### src/rtl/seq_detector_pkg.sv
// rtl/seq_detector_pkg.sv - constants and elaboration-time pattern helpers for seq_detector
//
// Purpose: shared widths and constant functions used to build the
//   per-state transition table of seq_detector during elaboration.
//   A pattern is held right-aligned in a MAX_W-bit vector; bit w-1 is
//   the first bit received and bit 0 is the last.
// Ports: none (package).

package seq_detector_pkg;

  localparam int MAX_W  = 16;
  localparam int MAX_SW = $clog2(MAX_W + 1);

  // Widest state any instance can need; instances size their own state
  // with state_width(W).
  typedef logic [MAX_SW-1:0] state_max_t;

  function automatic int state_width(input int w);
    return $clog2(w + 1);
  endfunction

  // Length of the longest proper prefix of the pattern that is also a suffix.
  function automatic int border_len(input logic [MAX_W-1:0] pattern, input int w);
    int   best;
    logic ok;
    best = 0;
    for (int k = 1; k < MAX_W; k++) begin
      if (k < w) begin
        ok = 1'b1;
        for (int i = 0; i < MAX_W; i++) begin
          if (i < k) begin
            if (pattern[w-1-i] != pattern[k-1-i]) ok = 1'b0;
          end
        end
        if (ok) best = k;
      end
    end
    return best;
  endfunction

  // Longest pattern prefix that is a suffix of (first s pattern bits ++ x).
  // May return w, meaning the bit completes a full match.
  function automatic int next_state(input logic [MAX_W-1:0] pattern, input int w,
                                    input int s, input logic x);
    int   best;
    int   j;
    logic ok;
    logic tbit;
    best = 0;
    for (int k = 1; k <= MAX_W; k++) begin
      if (k <= w && k <= s + 1) begin
        ok = 1'b1;
        for (int i = 0; i < MAX_W; i++) begin
          if (i < k) begin
            j = s + 1 - k + i;
            if (j == s) tbit = x;
            else        tbit = pattern[w-1-j];
            if (tbit != pattern[w-1-i]) ok = 1'b0;
          end
        end
        if (ok) best = k;
      end
    end
    return best;
  endfunction

  // State a non-overlapping detector restarts from: the full-match state
  // behaves like the idle state.
  function automatic int source_state(input int w, input int s, input int overlap);
    if (s >= w && overlap == 0) return 0;
    return s;
  endfunction

  // Registered successor state, folding in the Mealy/Moore and overlap rules.
  function automatic int step_state(input logic [MAX_W-1:0] pattern, input int w,
                                    input int s, input logic x,
                                    input int moore, input int overlap);
    int n;
    n = next_state(pattern, w, source_state(w, s, overlap), x);
    // Mealy never parks in the full-match state; it jumps straight to the
    // state the next search continues from.
    if (n == w && moore == 0) begin
      if (overlap != 0) n = border_len(pattern, w);
      else              n = 0;
    end
    return n;
  endfunction

  function automatic bit is_hit(input logic [MAX_W-1:0] pattern, input int w,
                                input int s, input logic x, input int overlap);
    return next_state(pattern, w, source_state(w, s, overlap), x) == w;
  endfunction

endpackage

### src/rtl/seq_match_counter.sv
// rtl/seq_match_counter.sv - saturating match counter for seq_detector
//
// Purpose: counts full-match events, sticks at all-ones, cleared by reset.
// Ports:
//   clk      in   rising-edge clock
//   reset    in   asynchronous active-high reset
//   inc_i    in   full match sampled on this edge
//   count_o  out  CNT_W-bit saturating count

module seq_match_counter #(
  parameter int CNT_W = 8
) (
  input  logic             clk,
  input  logic             reset,
  input  logic             inc_i,
  output logic [CNT_W-1:0] count_o
);

  logic [CNT_W-1:0] count_q;
  logic [CNT_W-1:0] count_d;

  always_ff @(posedge clk or posedge reset) begin
    if (reset) count_q <= '0;
    else       count_q <= count_d;
  end

  always_comb begin
    count_d = count_q;
    if (inc_i && (count_q != {CNT_W{1'b1}})) count_d = count_q + CNT_W'(1);
  end

  assign count_o = count_q;

endmodule

### src/rtl/seq_detector.sv
// rtl/seq_detector.sv - parametrised serial bit-pattern detector
//
// Purpose: detects PATTERN (W bits, PATTERN[W-1] received first) on the
//   serial input x, sampled on rising clk while en is high. MOORE selects a
//   combinational (0) or registered (1) match output; OVERLAP selects whether
//   the tail of a match may begin the next one.
//   The transition table is a set of elaboration-time constants.
// Optional feature: define SEQ_DETECTOR_COUNT_EN to add the match_count port
//   and its saturating counter.
// Ports:
//   clk          in   rising-edge clock
//   reset        in   asynchronous active-high reset
//   en           in   sample enable for x
//   x            in   serial data bit
//   q            out  match indication
//   match_count  out  CNT_W-bit saturating match count (SEQ_DETECTOR_COUNT_EN)

module seq_detector
  import seq_detector_pkg::*;
#(
  parameter int           W       = 4,
  parameter logic [W-1:0] PATTERN = 4'b1011,
  parameter int           MOORE   = 0,
  parameter int           OVERLAP = 1,
  parameter int           CNT_W   = 8
) (
  input  logic             clk,
  input  logic             reset,
  input  logic             en,
  input  logic             x,
`ifdef SEQ_DETECTOR_COUNT_EN
  output logic [CNT_W-1:0] match_count,
`endif
  output logic             q
);

  localparam int               SW      = state_width(W);
  localparam int               NS      = 1 << SW;
  localparam logic [MAX_W-1:0] PAT_EXT = MAX_W'(PATTERN);

  logic [SW-1:0] state_q;
  logic [SW-1:0] state_d;
  logic          hit;

  logic [NS-1:0][SW-1:0] nxt0_tab;
  logic [NS-1:0][SW-1:0] nxt1_tab;
  logic [NS-1:0]         hit0_tab;
  logic [NS-1:0]         hit1_tab;

  // One table row per encodable state; rows for unreachable encodings
  // fall back to the idle state.
  for (genvar g = 0; g < NS; g++) begin : g_tab
    if ((g < W) || (MOORE != 0 && g == W)) begin : g_live
      localparam logic [SW-1:0] N0 = SW'(step_state(PAT_EXT, W, g, 1'b0, MOORE, OVERLAP));
      localparam logic [SW-1:0] N1 = SW'(step_state(PAT_EXT, W, g, 1'b1, MOORE, OVERLAP));
      localparam bit            H0 = is_hit(PAT_EXT, W, g, 1'b0, OVERLAP);
      localparam bit            H1 = is_hit(PAT_EXT, W, g, 1'b1, OVERLAP);
      assign nxt0_tab[g] = N0;
      assign nxt1_tab[g] = N1;
      assign hit0_tab[g] = H0;
      assign hit1_tab[g] = H1;
    end else begin : g_dead
      assign nxt0_tab[g] = '0;
      assign nxt1_tab[g] = '0;
      assign hit0_tab[g] = 1'b0;
      assign hit1_tab[g] = 1'b0;
    end
  end

  always_ff @(posedge clk or posedge reset) begin
    if (reset) state_q <= '0;
    else       state_q <= state_d;
  end

  // hit is the full-match condition for the bit being sampled this cycle.
  always_comb begin
    state_d = state_q;
    hit     = 1'b0;
    if (en) begin
      state_d = x ? nxt1_tab[state_q] : nxt0_tab[state_q];
      hit     = x ? hit1_tab[state_q] : hit0_tab[state_q];
    end
  end

  always_comb begin
    q = 1'b0;
    if (MOORE != 0) q = (state_q == SW'(W));
    else            q = hit;
  end

`ifdef SEQ_DETECTOR_COUNT_EN
  seq_match_counter #(
    .CNT_W (CNT_W)
  ) u_match_counter (
    .clk     (clk),
    .reset   (reset),
    .inc_i   (hit),
    .count_o (match_count)
  );
`else
  logic unused_cnt_w;
  assign unused_cnt_w = ^CNT_W;
`endif

endmodule

### config.mk
export PLATFORM = sky130hd
export DESIGN_NAME = seq_detector
export DESIGN_NICKNAME = d
export VERILOG_FILES = /design/src/rtl/seq_detector_pkg.sv /design/src/rtl/seq_match_counter.sv /design/src/rtl/seq_detector.sv
export SDC_FILE = /design/constraint.sdc
export NUM_CORES = 1
export LEC_CHECK = 0
export ABC_AREA = 1
export CAP_MARGIN = 20
export CORE_AREA = 4 4 41 43
export CTS_CLUSTER_SIZE = 20
export DETAILED_ROUTE_END_ITERATION = 8
export DIE_AREA = 0 0 45 47
export GPL_TIMING_DRIVEN = 0
export PLACE_DENSITY = 0.3
export SYNTH_ARGS = -nofsm -noshare
export SYNTH_HDL_FRONTEND = slang
export SYNTH_HIERARCHICAL = 1
export SYNTH_SLANG_ARGS = --single-unit
### constraint.sdc
create_clock -name clk -period 1 [get_ports clk]
set_clock_uncertainty 0.2 [all_clocks]
set_input_delay 0.3 -clock clk [delete_from_list [all_inputs] [get_ports clk]]
set_output_delay 0.3 -clock clk [all_outputs]
set_load 0.05 [all_outputs]
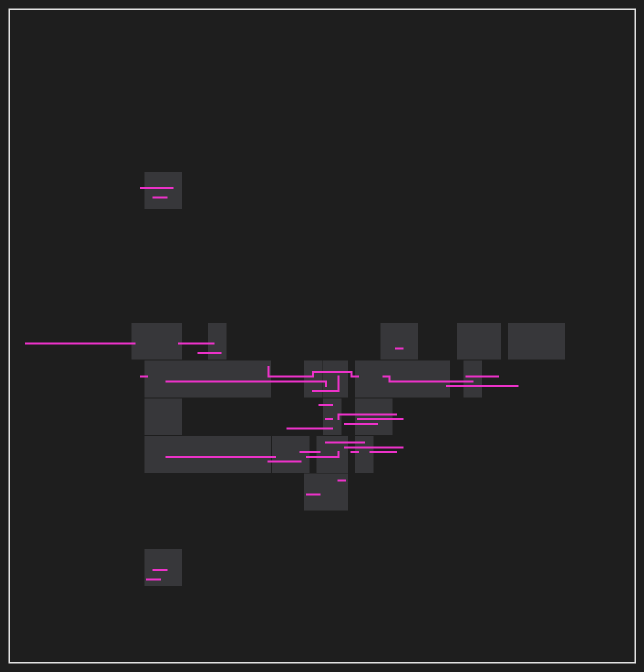
**Above:** run 1 (M1 wires).
The layer carries 93.8 µm of wire. The wires run mostly horizontal. The layer holds 40% of the routed length. 21 nets have wire on it. The longest straight run is 11.5 µm.

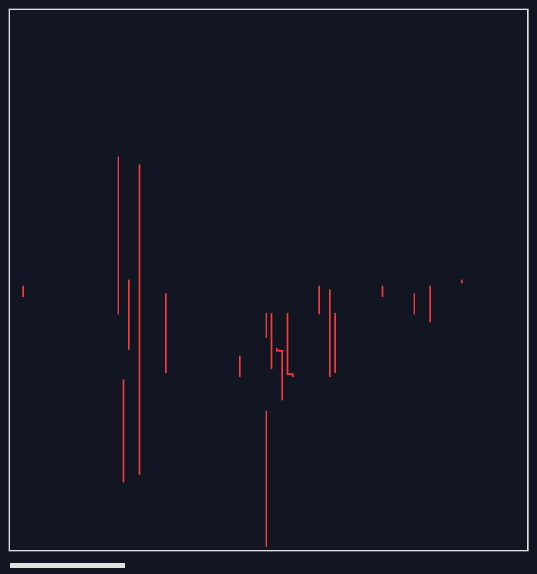
**Above:** run 1 (metal 2).
Scale bar: 10 µm.
The layer carries 115 µm of wire. The wires run mostly vertical. 18 nets have wire on it. The longest straight run is 26.9 µm. The layer holds 48% of the routed length.

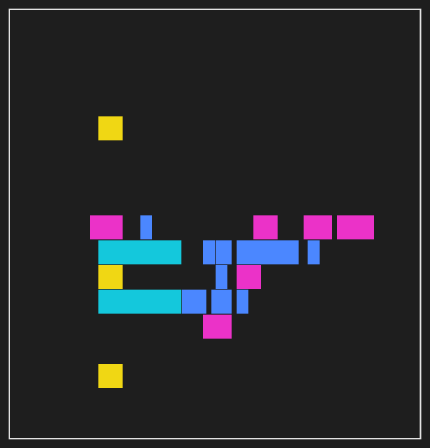
**Above:** run 1 (cell classes on the final placement).
Key: magenta = remaining buffers and delay cells [cells 6, share of their area 29%]; yellow = clock-net drivers [cells 3, share of their area 12%]; blue = remaining logic cells [cells 9, share of their area 31%]; cyan = registers [cells 2, share of their area 27%]

==> impl_metrics.json, run 1 <==
{
  "synthCells": 11,
  "cp_num_buf_inv": 1,
  "arrival_ns": 1.00,
  "slew_violations": 0,
  "violations": "negative setup slack",
  "reg2reg_to": "state_q[1]",
  "comb-cell-share": 0.2422,
  "warnings": 32,
  "fmax_mhz": 664.5,
  "layout_setup_ws_ns": -0.5048,
  "switching_share": 0.2309,
  "vdd_drop_max_mv": 0.5361,
  "globalRouteMet2Util": 0.03107,
  "stdcell_area_um2": 201.4,
  "lay_top_count": "clkbuf_4",
  "cts_hold_buf": 0,
  "outcome": "finished with violations",
  "seq_area_um2": 50.05,
  "ff2ff_setup_slack_ns": -0.02,
  "clockBufferDepth": 2,
  "power_leakage_uw": 0.00009642,
  "setup_viol": 2,
  "syn-cell-area_um2": 97.59,
  "final-clk-cell-share": 0.1118,
  "ctsRootBufferMaster": "clkbuf_4",
  "fp-utilization": 0.07500,
  "antenna_found_initial": 0,
  "use_met3": 0.01533,
  "cp-start-kind": "flop",
  "slowest_stage": "dfrtp_1",
  "largestRegisters": "state_q: 2 flops",
  "power_frac_comb": 0.173,
  "grt_overflow": 0,
  "ys_cells": 11,
  "hpwlAfterDp_um": 156.3,
  "ios": 5,
  "worst-r2r-cell-count": 4,
  "grt.busiest_layer": "met4",
  "pg_seq_uw": 96.5,
  "routed.top_layer": "met3"
}
run 1: cells by family after synthesis:
logic type / Yosys count / share of synthesized area
AND-OR/OR-AND: 2 / 0.1282
buffers and inverters: 2 / 0.07685
flip-flops: 2 / 0.5128
AND/OR/NAND/NOR: 5 / 0.2820
run 1: cells in the mapped netlist:
cell type	instances	area, µm²
inv_1	1	3.750
nor3b_2	1	12.51
nor2_1	1	3.750
inv_2	1	3.750
dfrtp_1	2	50.05
o21a_1	1	7.510
nand2_1	3	11.26
a21oi_1	1	5.000
run 1: metrics by stage:
stage	std cells	setup TNS, ns	utilization
after CTS	35	-0.5422	0.1548
after global routing	35	-0.6800	0.1548
after global placement	30	-2.115	0.1269
after floorplan	11	-0.4169	-
after detailed placement	30	-2.118	0.1269
final	35	-0.5227	0.1548
**Run 1: wire density map**

Scale bar: 10 µm. 9 x 9 tiles, from dark purple (low) to yellow (high), scaled to the fullest tile. Values are wire area over tile area, all layers added.
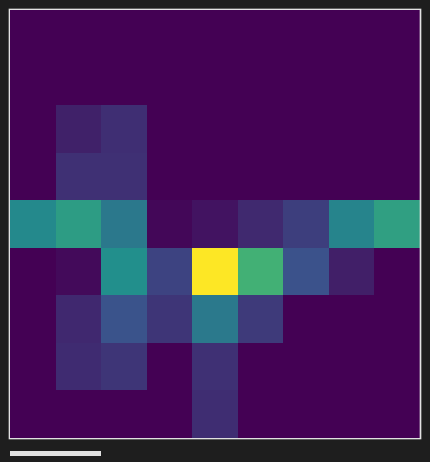

## Run 2: what changed since run 1
--- a/config.mk
+++ b/config.mk
@@ -14,4 +14,5 @@
 export GPL_TIMING_DRIVEN = 0
 export PLACE_DENSITY = 0.3
+export RECOVER_POWER = 25
 export SYNTH_ARGS = -nofsm -noshare
 export SYNTH_HDL_FRONTEND = slang
==> constraint.sdc (replaced) <==
create_clock -name clk -period 1 [get_ports clk]
set_clock_uncertainty 0.2 [all_clocks]
set_input_delay 0.1 -clock clk [delete_from_list [all_inputs] [get_ports clk]]
set_output_delay 0.1 -clock clk [all_outputs]
set_load 0.05 [all_outputs]
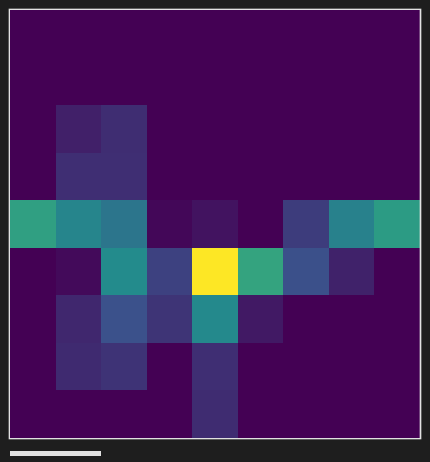
**Above:** run 2 (wire density map).
Scale bar: 10 µm. 9 x 9 tiles, from dark purple (low) to yellow (high), scaled to the fullest tile. Values are wire area over tile area, all layers added.
The fullest tile reaches 0.20. 67% of the tiles are nearly empty. The mean over all tiles is 0.018. The densest ninth of the die: middle left. 4.9% of the tiles are over half the peak.

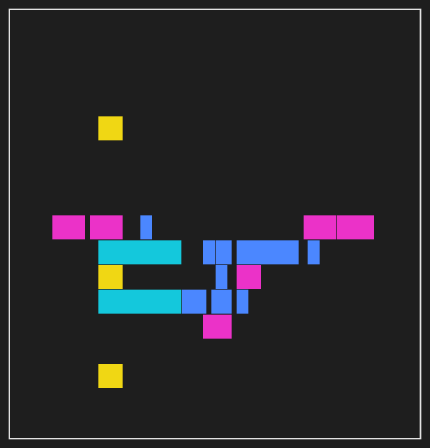
**Above:** run 2 (cell classes on the final placement).
Key: magenta = remaining buffers and delay cells [cells 6, share of their area 31%]; cyan = registers [cells 2, share of their area 27%]; blue = remaining logic cells [cells 9, share of their area 30%]; yellow = clock-net drivers [cells 3, share of their area 12%]

==> impl_metrics.json, run 2 <==
{
  "logic_family": "simple AND/OR/NAND/NOR gates",
  "fin_util": 0.1577,
  "cp-start-kind": "flop",
  "outcome": "finished with violations",
  "syn-cell-area_um2": 97.59,
  "fin_cells": 35,
  "fmax_mhz": 767.1,
  "largestRegisters": "state_q: 2 flops",
  "stdcell_area_um2": 205.2,
  "seq_area_um2": 50.05,
  "topCellsByArea": "dfrtp_1 (51%), nor3b_2 (13%), nand2_1 (12%), o21a_1 (7.7%), a21oi_1 (5.1%)",
  "layout_setup_ws_ns": -0.3037,
  "power_frac_comb": 0.176,
  "yosys.area.top_type": "dfrtp_1",
  "cp_num_buf_inv": 1,
  "antenna_found_initial": 0,
  "violations": "negative setup slack",
  "ios": 5,
  "flop_cell": "dfrtp_1",
  "warnings": 32,
  "timing.setup.tns_ns": -0.3178,
  "setup_viol": 2,
  "synth_xor_xnor_area_share": 0,
  "ff2ff_setup_slack_ns": -0.01,
  "hpwlAfterDp_um": 156.3,
  "ys_sh_aoi": 0.1282,
  "slew_violations": 0
}
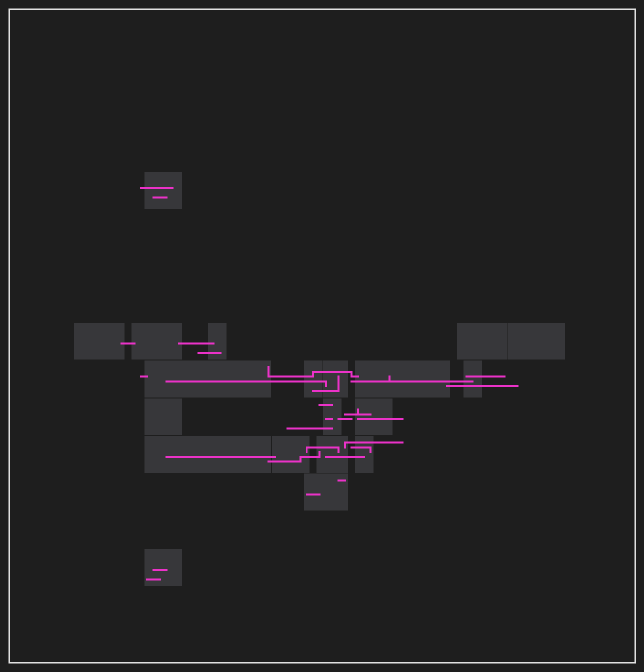
**Above:** run 2 (M1 wires).
20 nets have wire on it. The layer holds 38% of the routed length. The layer carries 86.3 µm of wire. The wires run mostly horizontal.

==> run 2: cell types whose count changed in the layout (fill, tap and decap cells not counted), sizes merged <==
cell           previous run  this run
buf                       3         2
clkdlybuf4s50             1         2
dlygate4sd2               2         1
dlygate4sd3               0         1
==> run 2: repair_timing <==
action                                  4_1_cts  5_1_grt
endpoints found under the setup margin        1        2
resized                                       8        0
hold buffers                                  1        0
buffers inserted                              1        0
pin swaps                                     2        0
hold endpoints to repair                      2        0
==> run 2: metal layers <==
| metal | part of all wire | up-vias |
|---|---|---|
| li1 | - | 53 |
| met1 | 0.38 | 38 |
| met2 | 0.48 | 4 |
| met3 | 0.14 | 0 |
| met4 | 0 | 0 |
| met5 | 0 | - |
**Run 2: metal 2**

Scale bar: 10 µm.
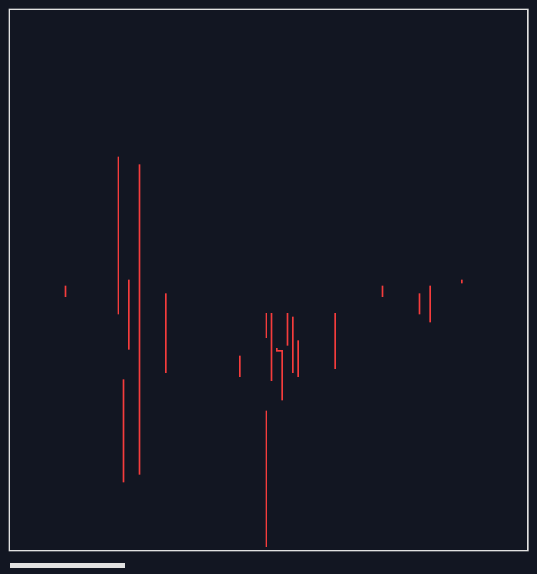

## Run 3: what changed since run 2
MAX_ROUTING_LAYER = met4   (was default)
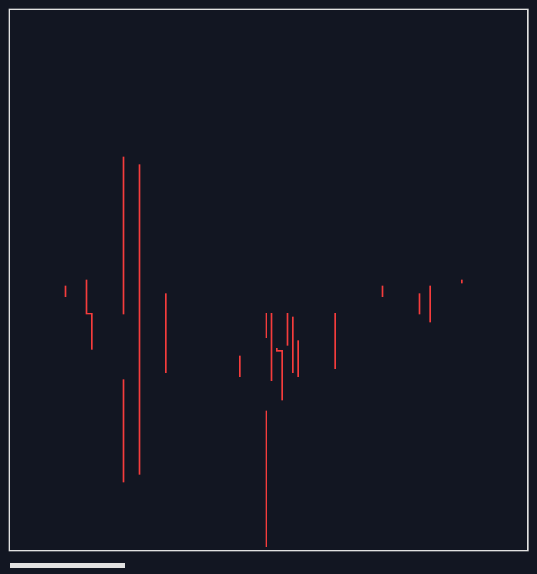
**Above:** run 3 (metal 2).
Scale bar: 10 µm.
The wires run mostly vertical. 17 nets have wire on it. The layer carries 111 µm of wire. The layer holds 49% of the routed length.

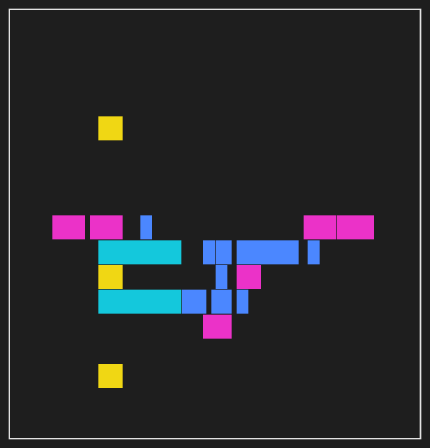
**Above:** run 3 (cell classes on the final placement).
Key: blue = remaining logic cells [cells 9, share of their area 30%]; magenta = remaining buffers and delay cells [cells 6, share of their area 31%]; yellow = clock-net drivers [cells 3, share of their area 12%]; cyan = registers [cells 2, share of their area 27%]

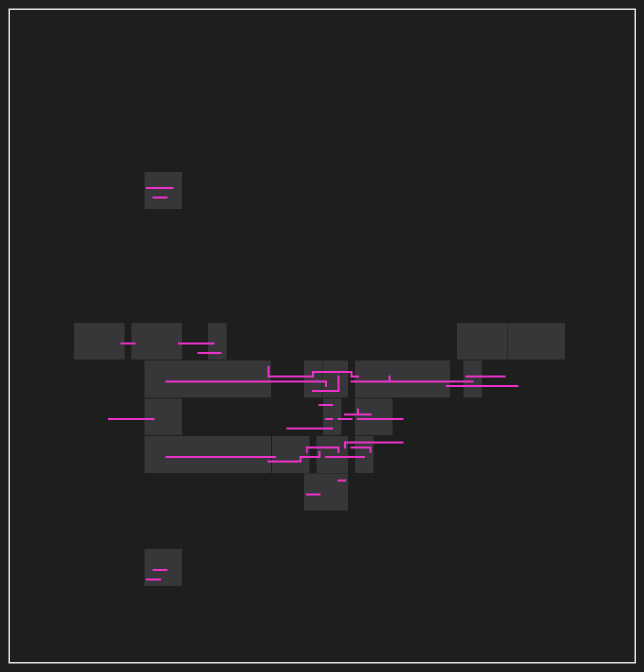
**Above:** run 3 (M1 wires).
The layer holds 39% of the routed length. The wires run mostly horizontal. The layer carries 88.6 µm of wire. The longest straight run is 11.5 µm.

==> impl_metrics.json, run 3 <==
{
  "globalRouteMet2Util": 0.02542,
  "largestRegisters": "state_q: 2 flops",
  "numPlacedInstances": 30,
  "fmax_mhz": 767.1,
  "yosys-top-cells-count": "nand2_1 (3), dfrtp_1 (2)",
  "routed.top_layer": "met3",
  "fin_cells": 35,
  "yosys.area.top_type": "dfrtp_1",
  "cp_num_buf_inv": 1,
  "clockBufferDepth": 2,
  "ys_sh_mux": 0,
  "topCellsByArea": "dfrtp_1 (51%), nor3b_2 (13%), nand2_1 (12%), o21a_1 (7.7%), a21oi_1 (5.1%)",
  "async_flop_share": 1.000,
  "slowest_stage": "dfrtp_1",
  "reg2reg_to": "state_q[1]",
  "lay_top_count": "clkbuf_4",
  "timing.setup.tns_ns": -0.3182,
  "grt_overflow": 0,
  "use_met3": 0.01533,
  "setup_viol": 2,
  "layout_setup_ws_ns": -0.3036,
  "fin_util": 0.1577,
  "ios": 5,
  "synth_xor_xnor_area_share": 0,
  "outcome": "finished with violations",
  "ys_cells": 11,
  "violations": "negative setup slack",
  "edf_count": 0,
  "syn-cell-area_um2": 97.59
}
[run 3: cell counts after synthesis]
Identical to the previous run, type by type.
[run 3: where the power goes]
part	internal [µW]	switching (µW)	total [µW]
logic	32.9	25.8	58.6
clock network	132	45.0	177
registers	91.4	5.14	96.5
total	257	75.9	332
[run 3: cell type report]
type / instances / area, µm² / area share
clock buffers: 3 / 22.52 / 0.1098
inverters: 2 / 7.507 / 0.03659
multi-input cells: 7 / 48.80 / 0.2378
flip-flops and latches: 2 / 50.05 / 0.2439
well taps: 15 / 18.77 / 0.09146
repair buffers: 6 / 57.56 / 0.2805
[run 3: what timing repair did]
action	in CTS	in global routing
endpoints found under the setup margin	1	2
endpoints found under the hold margin	2	0
pin swaps	2	0
resized	8	0
gates cloned	0	0
hold buffers	1	0
buffers inserted	1	0
Power is estimated from default activity; no workload was simulated.
